**config.mk**
```make
export PLATFORM = sky130hd
export DESIGN_NAME = hc165_scan_reader
export DESIGN_NICKNAME = d
export VERILOG_FILES = /design/src/rtl/hc165_scan_reader.sv
export SDC_FILE = /design/constraint.sdc
export NUM_CORES = 1
export LEC_CHECK = 0
export CORE_MARGIN = 3
export CORE_UTILIZATION = 40
export DETAILED_ROUTE_END_ITERATION = 10
export REMOVE_ABC_BUFFERS = 1
export SYNTH_ARGS = -nofsm -noshare
export SYNTH_HDL_FRONTEND = slang
export SYNTH_SLANG_ARGS = --single-unit
```
**constraint.sdc**
```tcl
create_clock -name sys_clk -period 2.4 [get_ports sys_clk]
set_input_delay 0.48 -clock sys_clk [delete_from_list [all_inputs] [get_ports sys_clk]]
set_output_delay 0.48 -clock sys_clk [all_outputs]
set_load 0.02 [all_outputs]
```
**src/rtl/hc165_scan_reader.sv**
```systemverilog
// Periodic scanner for a daisy-chain of 74HC165 shift registers; presents the chain as a parallel word.
// Define HC165_DEBOUNCE_EN to commit only words seen on two consecutive scans.
module hc165_scan_reader #(
    parameter int CHAIN_BITS = 16,
    parameter int CLK_DIV    = 25,
    parameter int SCAN_GAP   = 50000
) (
    input  logic                  sys_clk,
    input  logic                  sys_rst,
    input  logic                  scan_en,
    output logic                  hc_ld_n,
    output logic                  hc_clk,
    input  logic                  hc_dat,
    output logic [CHAIN_BITS-1:0] data,
    output logic                  data_valid,
    output logic                  data_changed,
    output logic                  busy
);

    localparam int PH_W  = $clog2(CLK_DIV);
    localparam int GAP_W = (SCAN_GAP > 1) ? $clog2(SCAN_GAP) : 1;
    localparam int BIT_W = $clog2(CHAIN_BITS) + 1;

    typedef enum logic [2:0] {
        S_IDLE,
        S_LOAD,
        S_SHIFT_LO,
        S_SHIFT_HI,
        S_DONE
    } state_t;

    state_t                state_q, state_d;
    logic [PH_W-1:0]       phase_q, phase_d;
    logic [GAP_W-1:0]      gap_q, gap_d;
    logic [BIT_W-1:0]      bitcnt_q, bitcnt_d;
    logic [CHAIN_BITS-1:0] shreg_q, shreg_d;
    logic [CHAIN_BITS-1:0] data_q, data_d;
    logic                  data_valid_q, data_valid_d;
    logic                  data_changed_q, data_changed_d;
    logic                  hc_ld_n_q, hc_ld_n_d;
    logic                  hc_clk_q, hc_clk_d;
    logic                  busy_q, busy_d;
    logic                  dat_meta_q, dat_sync_q;
    logic                  phase_last;
`ifdef HC165_DEBOUNCE_EN
    logic [CHAIN_BITS-1:0] cand_q, cand_d;
    logic                  cand_vld_q, cand_vld_d;
`endif

    assign phase_last = (phase_q == PH_W'(CLK_DIV - 1));

    // NOTE: every always_comb output gets a default first so no path can infer a latch.
    always_comb begin
        state_d        = state_q;
        phase_d        = (state_q == S_IDLE || phase_last) ? '0 : phase_q + 1'b1;
        gap_d          = gap_q;
        bitcnt_d       = bitcnt_q;
        shreg_d        = shreg_q;
        data_d         = data_q;
        data_valid_d   = 1'b0;
        data_changed_d = 1'b0;
`ifdef HC165_DEBOUNCE_EN
        cand_d         = cand_q;
        cand_vld_d     = cand_vld_q;
`endif

        case (state_q)
            S_IDLE: begin
                if (!scan_en) begin
                    gap_d = '0;
                end else if (gap_q == GAP_W'(SCAN_GAP - 1)) begin
                    gap_d   = '0;
                    state_d = S_LOAD;
                end else begin
                    gap_d = gap_q + 1'b1;
                end
            end
            S_LOAD: begin
                bitcnt_d = '0;
                if (phase_last) state_d = S_SHIFT_LO;
            end
            S_SHIFT_LO: begin
                if (phase_last) begin
                    shreg_d  = {shreg_q[CHAIN_BITS-2:0], dat_sync_q};
                    bitcnt_d = bitcnt_q + 1'b1;
                    state_d  = (bitcnt_q == BIT_W'(CHAIN_BITS - 1)) ? S_DONE : S_SHIFT_HI;
                end
            end
            S_SHIFT_HI: begin
                if (phase_last) state_d = S_SHIFT_LO;
            end
            S_DONE: begin
                state_d = S_IDLE;
`ifdef HC165_DEBOUNCE_EN
                // Candidate is always replaced; commit only on a repeat of the previous scan.
                cand_d     = shreg_q;
                cand_vld_d = 1'b1;
                if (cand_vld_q && (shreg_q == cand_q)) begin
                    data_d         = shreg_q;
                    data_valid_d   = 1'b1;
                    data_changed_d = (shreg_q != data_q);
                end
`else
                data_d         = shreg_q;
                data_valid_d   = 1'b1;
                data_changed_d = (shreg_q != data_q);
`endif
            end
            default: state_d = S_IDLE;
        endcase

        // Pins follow the next state so they switch on the same edge as the FSM.
        hc_ld_n_d = (state_d != S_LOAD);
        hc_clk_d  = (state_d == S_SHIFT_HI);
        busy_d    = (state_d != S_IDLE);
    end

    // NOTE: sequential state uses non-blocking assignments so all flops update together.
    always_ff @(posedge sys_clk or posedge sys_rst) begin
        if (sys_rst) begin
            state_q        <= S_IDLE;
            phase_q        <= '0;
            gap_q          <= '0;
            bitcnt_q       <= '0;
            shreg_q        <= '0;
            data_q         <= '0;
            data_valid_q   <= 1'b0;
            data_changed_q <= 1'b0;
            hc_ld_n_q      <= 1'b1;
            hc_clk_q       <= 1'b0;
            busy_q         <= 1'b0;
            dat_meta_q     <= 1'b0;
            dat_sync_q     <= 1'b0;
`ifdef HC165_DEBOUNCE_EN
            cand_q         <= '0;
            cand_vld_q     <= 1'b0;
`endif
        end else begin
            state_q        <= state_d;
            phase_q        <= phase_d;
            gap_q          <= gap_d;
            bitcnt_q       <= bitcnt_d;
            shreg_q        <= shreg_d;
            data_q         <= data_d;
            data_valid_q   <= data_valid_d;
            data_changed_q <= data_changed_d;
            hc_ld_n_q      <= hc_ld_n_d;
            hc_clk_q       <= hc_clk_d;
            busy_q         <= busy_d;
            dat_meta_q     <= hc_dat;
            dat_sync_q     <= dat_meta_q;
`ifdef HC165_DEBOUNCE_EN
            cand_q         <= cand_d;
            cand_vld_q     <= cand_vld_d;
`endif
        end
    end

    assign hc_ld_n      = hc_ld_n_q;
    assign hc_clk       = hc_clk_q;
    assign data         = data_q;
    assign data_valid   = data_valid_q;
    assign data_changed = data_changed_q;
    assign busy         = busy_q;

endmodule

```
### Cell area per tile, run 1

Scale: 4 px per um. The die is cut into 9 by 9 equal tiles; dark blue is low, red is high, 0 to 100% covered.
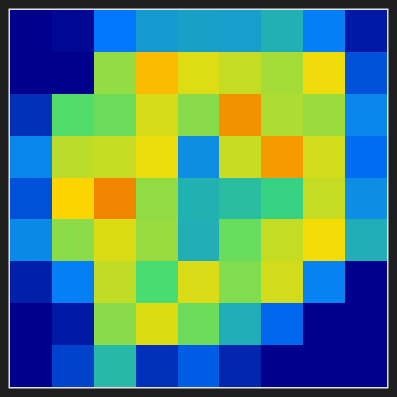
The mean over all tiles is 41%. The emptiest ninth of the die: lower right. The fullest tile reaches 85%. 6.2% of the tiles are over 75% full.
final core utilization: 50.7%
floorplan utilization: 42.1%
area of the core: 7410 um2

### Nets reached from selected ports, run 1

Scale: 3 px per um.
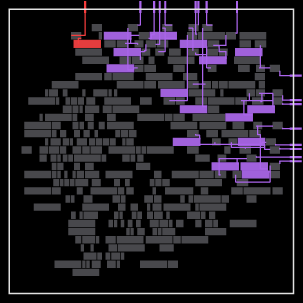
Red stands for `hc_dat`, bits 1, direction input, end cells 1, buffers 1, wire 15.4 um. Purple stands for `data`, bits 16, direction output, end cells 16, buffers 16, wire 398 um.
io pins: 25
Port Buf Inserts: 24

### Placed standard cells, run 1

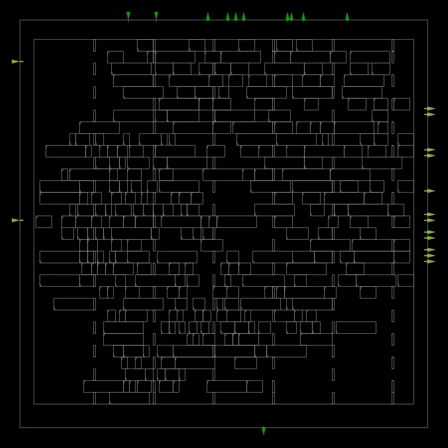
Seq area share: 45.4%
final std cells w/o fill: 410
flop count: 68
FILL cells: 674

==> results.cfg, run 1 <==
; synthesis and place-and-route metrics
[finish]
n_all_inverters = 9
comb_cells = 183
n_antenna_cell = 0
buffer_area_share_pct = 9.26
flop_area_um2 = 1700
clk_share_pct = 5.43
syn_to_final_growth_pct = 20.5
comb_area_share_pct = 35.8
final_area_um2 = 3750
layout_top_cells = dfrtp_1 (67), mux2_2 (32), clkdlybuf4s50_1 (24)
drive_gt1_share_pct = 21.5
fin_nets = 315
mostFrequentLayoutCell = dfrtp_1

[global_route]
grt_first_pass_wirelength_um = 9900
globalRouteMet3Util_pct = 3.77
top_usage_layer = met2
antenna_found_initial = 0
gr-total-overflow = 0
use_met2_pct = 21.6
use_met1_pct = 19.3
grt_pass1_vias = 2120

[power_and_ir_drop]
power_frac_comb_pct = 1.7
internal_power_mw = 1.65
ir_drop_mv = 0.296
power.share.switching_pct = 22.9
p_seq_share_pct = 53.5
power_density_nw_per_um2 = 571
p_leak_nw = 1.71

[critical_path]
rr_worst_depth = 4
arrival_ns = 2.23
r2r_slack_ns = 0.43
crit_start = gap_q[2]$_DFFE_PP0P_
worstPathMaxFanout = 7
start_kind = flop
required_ns = 2.66
r2r_start = gap_q[2]$_DFFE_PP0P_
reg2reg_to = gap_q[13]$_DFFE_PP0P_
crit_path_end = gap_q[13]$_DFFE_PP0P_
critPathCaptureType = flop

[floorplanning]
rows = 31
tap-cell-count = 99
dieHeight_um = 94.3
die-width_um = 94.3

[synthesis]
ys_top_cells_by_count = dfrtp_1 (67), mux2_2 (32), nor2_1 (15)
ys_cells = 270
synth_top_cell_by_area = dfrtp_1
synth-seq-cells = 68
syn_inst = 270
syn_area_per_cell_um2 = 11.5
ys.flop_type = dfrtp_1
ys_async_sr_fraction_pct = 100
ys_sh_aoi_pct = 6.78
xor_share_pct = 7.31
ys_chip_area_um2 = 3120
ys_seq_share_pct = 54.6
yosysWarnings = 0
top_cell_area_share_pct = 53.8
ys_sh_mux_pct = 11.9
ys_sh_simple_pct = 15.1
synth_cell_type_count = 43

[clocking]
clock_sinks = 68
cts_tree = built
cts.clk_slew.worst_paths_ns = 0.07
clk_latency_ns = 0.35
cts_buffers = 9
post_cts_buffers = 0
cts_resized = 0

[timing]
worst_pin_slew_ns = 0.559
fin_ws_ns = 0.426
fin_skew_ns = 0.0169
slew_viol_final = 0
finalHoldViolCount = 0
rsz0062_at_grt = false
fin_crit_sh_pct = 82.3
fin_crit_ns = 1.97

[detailed_routing]
via_per_inst = 5.21
drtPass1Iterations = 4
ant_nets = 0
route.top_layer_used = met4
drt_iter0_markers = 150
routed-wl-met3_um = 236
drt-total-wl_um = 5610
vias = 2137
route.detailed.drc = 0
routedWlPerCell_um = 13.7

[outcome]
status = finished clean

[worst_hold_path]
holdPathEnd = dat_sync_q$_DFF_PP0_
min_path_type = flop to flop
hold_path_depth = 0
hold_start = dat_meta_q$_DFF_PP0_

[placed_design]
gp_congestion = 0.938
dpl.hpwl_um = 3950

[job]
maxCapViolCount = 0
==> run 1: power groups by stage <==
stage / logic [mW] / clock network (mW) / registers (mW)
2_1_floorplan: 0.0185 / 0 / 1.17
3_3_place_gp: 0.0385 / 0 / 1.17
3_5_place_dp: 0.0393 / 0 / 1.17
4_1_cts: 0.0394 / 0.991 / 1.15
5_1_grt: 0.0427 / 1.05 / 1.15
6_report: 0.0367 / 0.959 / 1.15
==> run 1: worst max-delay path, stage by stage (launching register included) <==
cell	delay, ns
dfrtp_1	0.46
nand4b_1	0.21
or4_4	0.56
or4_1	0.51
a21oi_1	0.16
==> run 2, diff against run 1 <==
clock period = 1.6 ns   (was 2.4 ns; I/O delays follow)
### Nets reached from selected ports, run 2

Scale: 3 px per um.
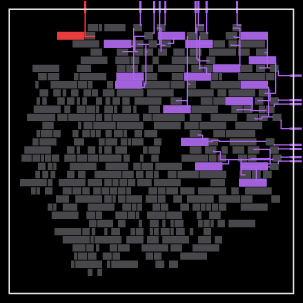
Purple stands for `data`, bits 16, direction output, end cells 16, buffers 16, wire 421 um. Red stands for `hc_dat`, bits 1, direction input, end cells 1, buffers 1, wire 19.2 um.

==> run 2 against run 1 <==
Effect of this change:
- clock skew decreased by 0.0039 ns
- die size is the same
- cell area up 17%
- the flow now finishes with violations (negative setup slack)
- register-to-register slack worse by 0.71 ns
- synthesized area is the same
==> results.cfg, run 2 <==
; synthesis and place-and-route metrics
[synthesis]
yosysWarnings = 0
ys_cells = 270
xor_share_pct = 7.31
ys.flop_type = dfrtp_1
ys_sh_aoi_pct = 6.78
ys_seq_share_pct = 54.6
ys_chip_area_um2 = 3120
ys_async_sr_fraction_pct = 100
synth_top_cell_by_area = dfrtp_1
ys_sh_simple_pct = 15.1
syn_area_per_cell_um2 = 11.5
ys_sh_mux_pct = 11.9

[timing]
worst_pin_slew_ns = 0.396
fin_crit_sh_pct = 118
fin_ws_ns = -0.281
finalSetupViolCount = 17
fin_skew_ns = 0.0130
rsz0062_at_grt = true
fin_crit_ns = 1.88
slew_viol_final = 0

[placed_design]
gp_congestion = 0.858
io_buffers = 24

[critical_path]
start_kind = flop
path_cells = or2_1, or4_4, or4_4, a21oi_2
reg2reg_to = gap_q[13]$_DFFE_PP0P_
critPathCaptureType = flop
required_ns = 1.87
worstPathMaxFanout = 3
arrival_ns = 2.15
r2r_start = state_q[0]$_DFF_PP0_
cpMostUsedCell = or4_4
rr_worst_depth = 4
cp_slowest_cell = or4_4
crit_path_end = gap_q[13]$_DFFE_PP0P_
cp_top_family = simple AND/OR/NAND/NOR gates

[power_and_ir_drop]
power_density_nw_per_um2 = 735
maxPowerGroup = sequential cells
p_leak_nw = 2.16
ir_drop_mv = 0.483
p_seq_share_pct = 53.4

[detailed_routing]
route.detailed.drc = 0
routedWlPerCell_um = 14.6
drt_iter0_markers = 123
via_per_inst = 5.12
route.top_layer_used = met4
vias = 2348
routed-wl-met3_um = 248

[clocking]
cts_buffers = 9
cts_resized = 60
cts_tree = built

[floorplanning]
io_pins = 25
initial_core_util_pct = 42.1
core_area_um2 = 7410
rows = 31
dieHeight_um = 94.3
die-width_um = 94.3

[global_route]
use_met1_pct = 21.7
grt_pass1_vias = 2351
antenna_found_initial = 0
globalRouteMet3Util_pct = 4.33
gr-total-overflow = 0
use_met2_pct = 26.7
top_usage_layer = met2
grt_first_pass_wirelength_um = 11400

[outcome]
status = complete, but fails checks
violations = negative setup slack

[finish]
syn_to_final_growth_pct = 40.7
n_antenna_cell = 0
drive_gt1_share_pct = 38.9
fin_nets = 364
layout_top_cells = dfrtp_1 (67), buf_4 (45), mux2_2 (32)

[worst_hold_path]
hold_start = dat_meta_q$_DFF_PP0_
hold_path_depth = 0

[job]
maxCapViolCount = 0
### Cell area per tile, run 2

Scale: 4 px per um. The die is cut into 9 by 9 equal tiles; dark blue is low, red is high, 0 to 100% covered.
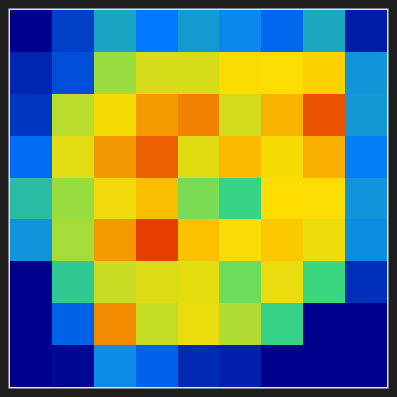
The emptiest ninth of the die: lower right. The fullest tile reaches 93%. The mean over all tiles is 48%. The densest ninth of the die: center. 12% of the tiles are nearly empty. 19% of the tiles are over 75% full.
final core utilization: 59.2%

run 2: cell counts after synthesis:
No cell type changed its count.
run 2: area by class of cell:
cell class / count / area (um2)
Multi-Input combinational cell: 183 / 1520
Tap cell: 99 / 124
Sequential cell: 68 / 1700
Fill cell: 625 / 3020
Timing Repair Buffer: 84 / 797
Inverter: 9 / 33.8
Clock inverter: 7 / 81.3
Clock buffer: 9 / 124
run 2: stage by stage:
stage                     setup TNS (ns)  utilization, %
after floorplan                   -38.02               -
after global placement             -3.01            51.7
after detailed placement           -3.69            51.7
after CTS                          -1.71            57.7
after global routing               -4.01            59.2
final                              -2.11            59.2
run 2: worst register-to-register path: cells and delay by family, from the launching register on:
family / cells / cell delay, ns
AND/OR/NAND/NOR: 3 / 1.32
flip-flops: 1 / 0.38
AND-OR/OR-AND: 1 / 0.13
Power and IR drop assume default switching activity.
